$ cat config.mk
export PLATFORM = sky130hd
export DESIGN_NAME = rk16_intc
export DESIGN_NICKNAME = d
export VERILOG_FILES = /design/src/rtl/rk16_intc.sv
export SDC_FILE = /design/constraint.sdc
export NUM_CORES = 1
export LEC_CHECK = 0
export ABC_AREA = 1
export CELL_PAD_IN_SITES_DETAIL_PLACEMENT = 2
export CELL_PAD_IN_SITES_GLOBAL_PLACEMENT = 2
export CORE_UTILIZATION = 23
export CTS_CLUSTER_DIAMETER = 60
export DETAILED_ROUTE_END_ITERATION = 10
export PLACE_DENSITY_LB_ADDON = 0.25
export SETUP_SLACK_MARGIN = 0.05
export SKIP_LAST_GASP = 1
export SYNTH_ARGS = -nofsm -noshare
export SYNTH_HDL_FRONTEND = slang
export SYNTH_SLANG_ARGS = --single-unit
export TNS_END_PERCENT = 1
$ cat constraint.sdc
create_clock -name clk -period 1.18 [get_ports clk]
set_input_delay 0.177 -clock clk [delete_from_list [all_inputs] [get_ports clk]]
set_output_delay 0.177 -clock clk [all_outputs]
set_load 0.01 [all_outputs]
$ cat src/rtl/rk16_intc.sv
// rk16_intc - interrupt controller for the RK16 core.
//
// Latches rising edges on NSRC external lines into PEND. It applies a
// per-source MASK and a global enable (GIE), and requests the
// lowest-numbered eligible source on `intr`. The request is held until the
// PC stage takes the jump (pc_en). No new request is raised until the
// handler returns (iret).
//
// Ports:
//   clk        system clock, rising edge
//   rst_n      synchronous active-low reset
//   src        interrupt lines; a rising edge requests service
//   pc_en      instruction boundary; accepts a pending request
//   iret       one-cycle return-from-interrupt pulse
//   intr       registered interrupt request to the PC stage
//   cfg_we     config write strobe
//   cfg_addr   config register select (0 CTRL, 1 PEND, 2 CAUSE, 3 zero)
//   cfg_wdata  config write data
//   cfg_rdata  config read data, combinational from cfg_addr
module rk16_intc #(
  parameter int NSRC = 8
) (
  input  logic            clk,
  input  logic            rst_n,
  input  logic [NSRC-1:0] src,
  input  logic            pc_en,
  input  logic            iret,
  output logic            intr,
  input  logic            cfg_we,
  input  logic [1:0]      cfg_addr,
  input  logic [15:0]     cfg_wdata,
  output logic [15:0]     cfg_rdata
);

  typedef enum logic [1:0] {
    ST_IDLE = 2'd0,
    ST_REQ  = 2'd1,
    ST_SVC  = 2'd2
  } state_t;

  state_t          state_reg, state_next;
  logic [NSRC-1:0] src_q_reg;
  logic [NSRC-1:0] pend_reg, pend_next;
  logic [NSRC-1:0] mask_reg;
  logic            gie_reg;
  logic            armed_reg;
  logic            intr_reg;
  logic            in_svc_reg, in_svc_next;
  logic [3:0]      sel_reg, sel_next;
  logic [3:0]      cause_reg, cause_next;

  logic [NSRC-1:0] rise;
  logic [NSRC-1:0] elig;
  logic [NSRC-1:0] w1c;
  logic [NSRC-1:0] acc_clr;
  logic [3:0]      first_id;
  logic            any_elig;
  logic            accept;
  logic            wr_ctrl;
  logic            wr_pend;

  // Write data bits above the implemented fields are intentionally ignored.
  logic unused_wdata;
  assign unused_wdata = ^cfg_wdata;

  assign wr_ctrl = cfg_we && (cfg_addr == 2'd0);
  assign wr_pend = cfg_we && (cfg_addr == 2'd1);
  assign accept  = (state_reg == ST_REQ) && pc_en;

  // armed_reg stays low for the first cycle after reset. src_q then loads
  // the live src value without seeing a level held through reset as an edge.
  assign rise = armed_reg ? (src & ~src_q_reg) : '0;
  assign elig = gie_reg ? (pend_reg & mask_reg) : '0;
  assign any_elig = |elig;

  // Lowest-numbered eligible source wins.
  always_comb begin
    first_id = 4'd0;
    for (int i = NSRC - 1; i >= 0; i--) begin
      if (elig[i]) begin
        first_id = 4'(i);
      end
    end
  end

  // Per-bit PEND update. A new edge beats any clear of the same bit.
  generate
    for (genvar gi = 0; gi < NSRC; gi++) begin : g_pend
      assign w1c[gi]       = wr_pend & cfg_wdata[gi];
      assign acc_clr[gi]   = accept && (sel_reg == 4'(gi));
      assign pend_next[gi] = rise[gi] | (pend_reg[gi] & ~w1c[gi] & ~acc_clr[gi]);
    end
  endgenerate

  // Request FSM. Once in REQ the request is committed: config changes cannot
  // withdraw it, only pc_en moves on.
  always_comb begin
    state_next  = state_reg;
    sel_next    = sel_reg;
    cause_next  = cause_reg;
    in_svc_next = in_svc_reg;
    case (state_reg)
      ST_IDLE: begin
        if (any_elig) begin
          sel_next   = first_id;
          state_next = ST_REQ;
        end
      end
      ST_REQ: begin
        if (pc_en) begin
          cause_next  = sel_reg;
          in_svc_next = 1'b1;
          state_next  = ST_SVC;
        end
      end
      ST_SVC: begin
        if (iret) begin
          in_svc_next = 1'b0;
          state_next  = ST_IDLE;
        end
      end
      default: begin
        state_next = ST_IDLE;
      end
    endcase
  end

  always_ff @(posedge clk) begin
    if (!rst_n) begin
      state_reg  <= ST_IDLE;
      src_q_reg  <= '0;
      pend_reg   <= '0;
      mask_reg   <= '0;
      gie_reg    <= 1'b0;
      armed_reg  <= 1'b0;
      intr_reg   <= 1'b0;
      in_svc_reg <= 1'b0;
      sel_reg    <= 4'd0;
      cause_reg  <= 4'd0;
    end else begin
      state_reg  <= state_next;
      src_q_reg  <= src;
      pend_reg   <= pend_next;
      armed_reg  <= 1'b1;
      intr_reg   <= (state_next == ST_REQ);
      in_svc_reg <= in_svc_next;
      sel_reg    <= sel_next;
      cause_reg  <= cause_next;
      if (wr_ctrl) begin
        gie_reg  <= cfg_wdata[15];
        mask_reg <= cfg_wdata[NSRC-1:0];
      end
    end
  end

  assign intr = intr_reg;

  always_comb begin
    cfg_rdata = 16'd0;
    case (cfg_addr)
      2'd0: begin
        cfg_rdata[15]       = gie_reg;
        cfg_rdata[NSRC-1:0] = mask_reg;
      end
      2'd1: begin
        cfg_rdata[NSRC-1:0] = pend_reg;
      end
      2'd2: begin
        cfg_rdata[15]  = in_svc_reg;
        cfg_rdata[3:0] = cause_reg;
      end
      default: begin
        cfg_rdata = 16'd0;
      end
    endcase
  end

endmodule

**Clock wires, drivers and flops**

The bar under the picture is 20 um long.
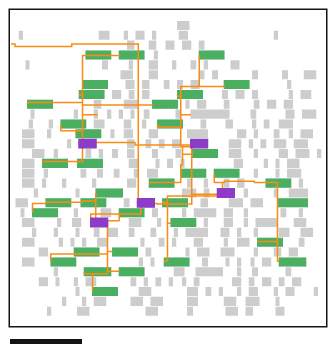
Green stands for flip-flops, count 36. Purple stands for clock-net drivers, count 5. Orange stands for clock wires, length 531 um.
There are 6 routed clock nets.
Latency at later pin: 0.29 ns
final clock skew: 0.00490 ns
Clock power frac: 38.7%
clock network power: 1.07 mW

**Cells colored by class**

The bar under the picture is 20 um long.
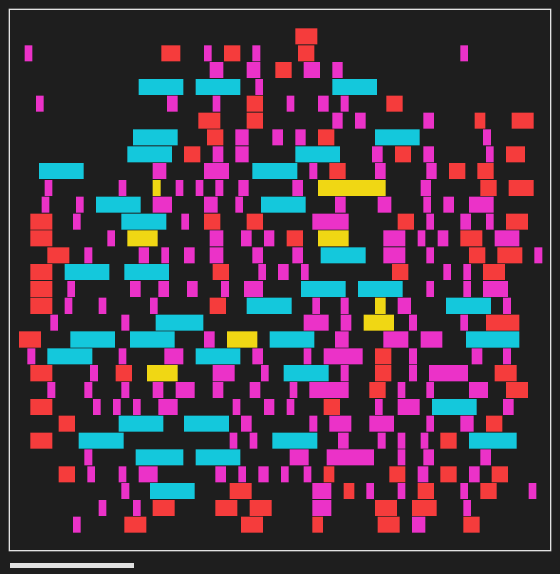
Red stands for remaining buffers and delay cells, cells 73, share of their area 25%. Magenta stands for remaining logic cells, cells 182, share of their area 40%. Yellow stands for clock drivers and dummy loads, cells 8, share of their area 4.4%. Cyan stands for registers, cells 36, share of their area 30%.

**Floorplan with the power grid**

Pins as bars on the die edge. Tap cells in gray.
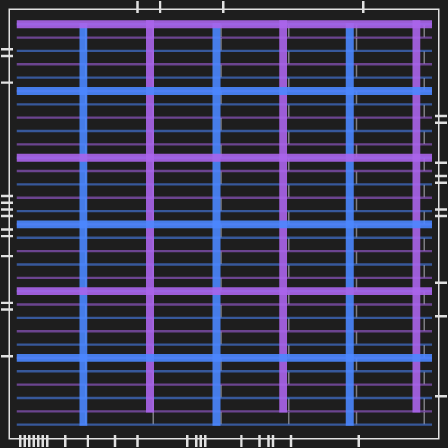
Blue stands for VSS. Purple stands for VDD.
The core has 30 rows. 48 signal pins sit on the boundary. 6 straps on met4. 31 met1 rails follow the rows.
die width: 87.2 um
height of the die: 87.2 um
Peak VDD IR: 513 uV
Core ar.: 0.00691 mm^2

==> impl_metrics.py <==
# Generated from Yosys and OpenROAD reports
metrics = {
    "worst_setup_path": {
        "critPathArrivalTime_ns": 1.12,
        "cp_cell_sequence": "clkdlybuf4s15_1 > inv_2 > nor2_4 > buf_4 > buf_4 > a22o_1 > buf_2",
        "rr_worst_depth": 7,
        "slowest_delay_ns": 0.22,
        "crit_required_ns": 1.00,
        "crit-reg2reg-launch": "gie_reg",
        "slowest_stage": "clkdlybuf4s15_1",
        "endpoint_kind": "output pin",
        "critPathKind": "in2out",
        "crit_path_frequent_cell": "buf_4",
        "regToRegSetupSlack_ns": -0.09,
        "critPathLaunchType": "primary input",
        "timing.rr.end": "sel_reg[1]",
        "cp_max_fo": 4,
    },
    "final_timing": {
        "grt_setup_unrepaired": "true",
        "report.final.setup_viol": 17,
        "finalHoldViolCount": 0,
        "post-route-period-util_pct": 110,
        "finalSetupTns_ns": -1.17,
        "setup_ws_ns": -0.118,
        "layout_min_cycle_time_ns": 1.30,
        "fmax_mhz": 770,
        "maxSlewViolCount": 0,
        "fin_hold_ws_ns": 0.430,
    },
    "worst_hold_path": {
        "holdPathEnd": "pend_reg[4]",
        "hold_class": "reg2reg",
        "worstHoldStart": "src_q_reg[4]",
        "hold_depth": 1,
    },
    "global_routing": {
        "antenna_found_initial": 0,
        "gr-usage-all-layers_pct": 16.9,
        "grt-ovfl-total": 0,
        "grt_pass1_wl_um": 9500,
        "first_global_vias": 1871,
        "grt_max_degree": 19,
    },
    "placement": {
        "hpwl_um": 4370,
        "dp_cells": 379,
        "gp_congestion": 0.774,
        "place_area_mm2": 0.00232,
        "dp_slack_ns": -0.757,
        "portBuffers": 33,
    },
    "clock_network": {
        "path_clk_slew_ns": 0.07,
        "cts_tree": "built",
        "htree_levels": 2,
        "cts_buffer_depth": 2,
        "holdBufCountCts": 0,
        "clockRootBuffer": "clkbuf_8",
    },
    "finish": {
        "utilization_pct": 37.2,
        "fill_cells": 826,
        "finalInstanceArea_mm2": 0.00257,
        "drive_gt1_share_pct": 30.1,
        "instances_no_fill": 395,
        "finish.net_count": 329,
        "antenna_cells": 0,
        "syn_to_final_growth_pct": 53.9,
    },
    "detailed_routing": {
        "dr.pass1.iters": 4,
        "route.detailed.drc": 0,
        "ant_nets": 0,
        "routed_wl_um": 5810,
        "drtIter0Drc": 48,
        "vias_per_cell": 4.39,
        "wire_per_inst_um": 14.7,
        "via_count": 1736,
    },
    "synth": {
        "async_reset_ff_share_pct": 0,
        "synth_top_cell_by_area": "dfxtp_1",
        "synth-main-ff-cell": "dfxtp_1",
        "synth_warnings": 0,
        "yosysChipArea_mm2": 0.00167,
        "synth.avg_cell_area_um2": 7.49,
        "synth_cell_types": 29,
        "numSynthFlops": 36,
        "syn-cell-area_mm2": 0.00167,
        "netlist_top_cells_count": "nand2_1, dfxtp_1, nor2_1",
        "area_leaders": "dfxtp_1, nand2_1, nor2_1",
        "top_area_share_pct": 43.1,
        "syn-instance-count": 223,
        "edf_count": 0,
        "ys_cells": 223,
        "top_cell": "nand2_1",
        "ys_seq_share_pct": 43.1,
    },
    "floorplan": {
        "die_area_mm2": 0.00761,
        "ioPinCount": 48,
        "rows": 30,
        "core_util_floorplan_pct": 24.2,
    },
    "run": {
        "maxCapViolCount": 0,
        "warnings": 36,
    },
    "run_status": {
        "violations": "negative setup slack",
        "status": "finished, violations left",
    },
    "power": {
        "p_per_area_mw_per_mm2": 1080,
        "p_leak_nw": 1.13,
        "power_mw": 2.77,
    },
}
**Clock wiring as the flow saved it**

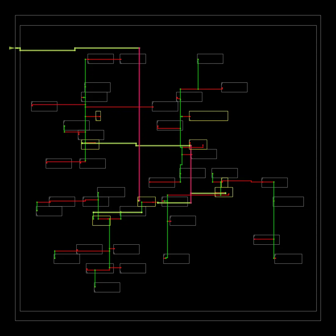
clock sink count: 36
CLK BUF: 6
CTS Buf Count: 5
Seq cells: 36

**Gate-type map**

The bar under the picture is 20 um long.
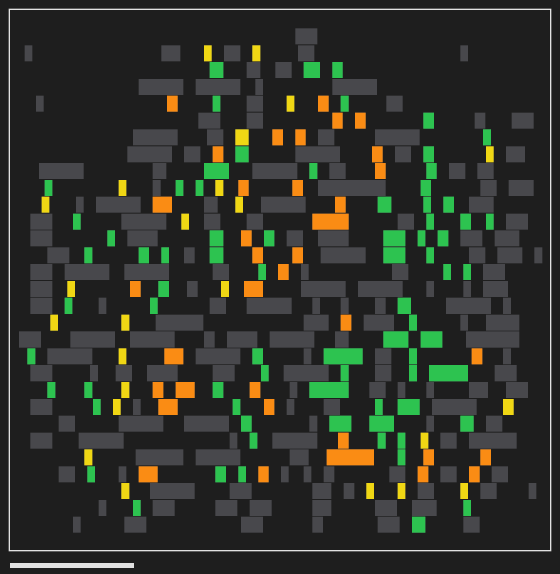
Green stands for nand cells, cells 75, most used nand2_1. Orange stands for aoi and oai cells, cells 36, most used a21oi_1. Yellow stands for inv cells, cells 24, most used inv_1, where all over the die.

-- logic make-up after synthesis --
group,count (synthesis),synth area share (%)
AND-OR/OR-AND,40,14.5
buffers and inverters,36,10.3
flip-flops,36,43.1
other,1,0.225
AND/OR/NAND/NOR,110,31.8
-- final cells by class --
| cell class | count | area (um^2) | area share (%) |
|---|---|---|---|
| repair buffers | 73 | 624 | 24.3 |
| flip-flops and latches | 36 | 728 | 28.3 |
| clock buffers | 6 | 72.6 | 2.82 |
| well taps | 96 | 120 | 4.67 |
| inverters | 24 | 93.8 | 3.65 |
| clock inverters | 2 | 35.0 | 1.36 |
| multi-input cells | 158 | 896 | 34.9 |
-- routing by layer --
layer	part of all wire [%]	vias up	wire length, um	GRT usage [%]
met4	1.0	0	59	4.47
met1	48	833	2760	21.7
met3	3.2	5	184	4.27
li1	-	869	-	-
met2	48	29	2800	28.2
met5	0	-	0	0
-- power breakdown --
part,switching [mW],internal [mW]
Combinational,0.191,0.187
Sequential,0.0517,1.27
Clock,0.447,0.627
-- critical path, delay by kind of cell --
kind	cells	cell delay [ns]
simple gates	1	0.05
compound gates	1	0.17
buf+inv	5	0.72
-- layout by cell type (no fill, tap or decap), drive strengths merged, types with 2 or more instances in the layout --
| master | n |
|---|---|
| a21oi | 15 |
| a22o | 4 |
| buf | 44 |
| clkbuf | 6 |
| clkdlybuf4s15 | 6 |
| clkdlybuf4s50 | 21 |
| clkinv | 3 |
| conb | 7 |
| dfxtp | 36 |
| dlygate4sd2 | 2 |
| inv | 22 |
| nand2 | 48 |
| nand3 | 23 |
| nand4 | 3 |
| nor2 | 31 |
| nor3 | 4 |
| o21ai | 16 |
| o32ai | 4 |
-- worst max-delay path by stage --
stage	start	slack, ns	to
floorplan	gie_reg	0.05	sel_reg[1]
global placement	cfg_addr[1]	-0.73	cfg_rdata[4]
detailed placement	cfg_addr[1]	-0.76	cfg_rdata[5]
CTS	gie_reg	-0.14	sel_reg[1]
global route	gie_reg	-0.17	sel_reg[1]
finish	cfg_addr[0]	-0.12	cfg_rdata[5]
-- what timing repair did --
| item | in CTS | in global routing |
|---|---|---|
| resized | 39 | 22 |
| setup endpoints to repair | 33 | 34 |
| buffers inserted | 5 | 2 |
| pin swaps | 3 | 6 |
| gates cloned | 1 | 0 |
Power and IR drop assume default switching activity.
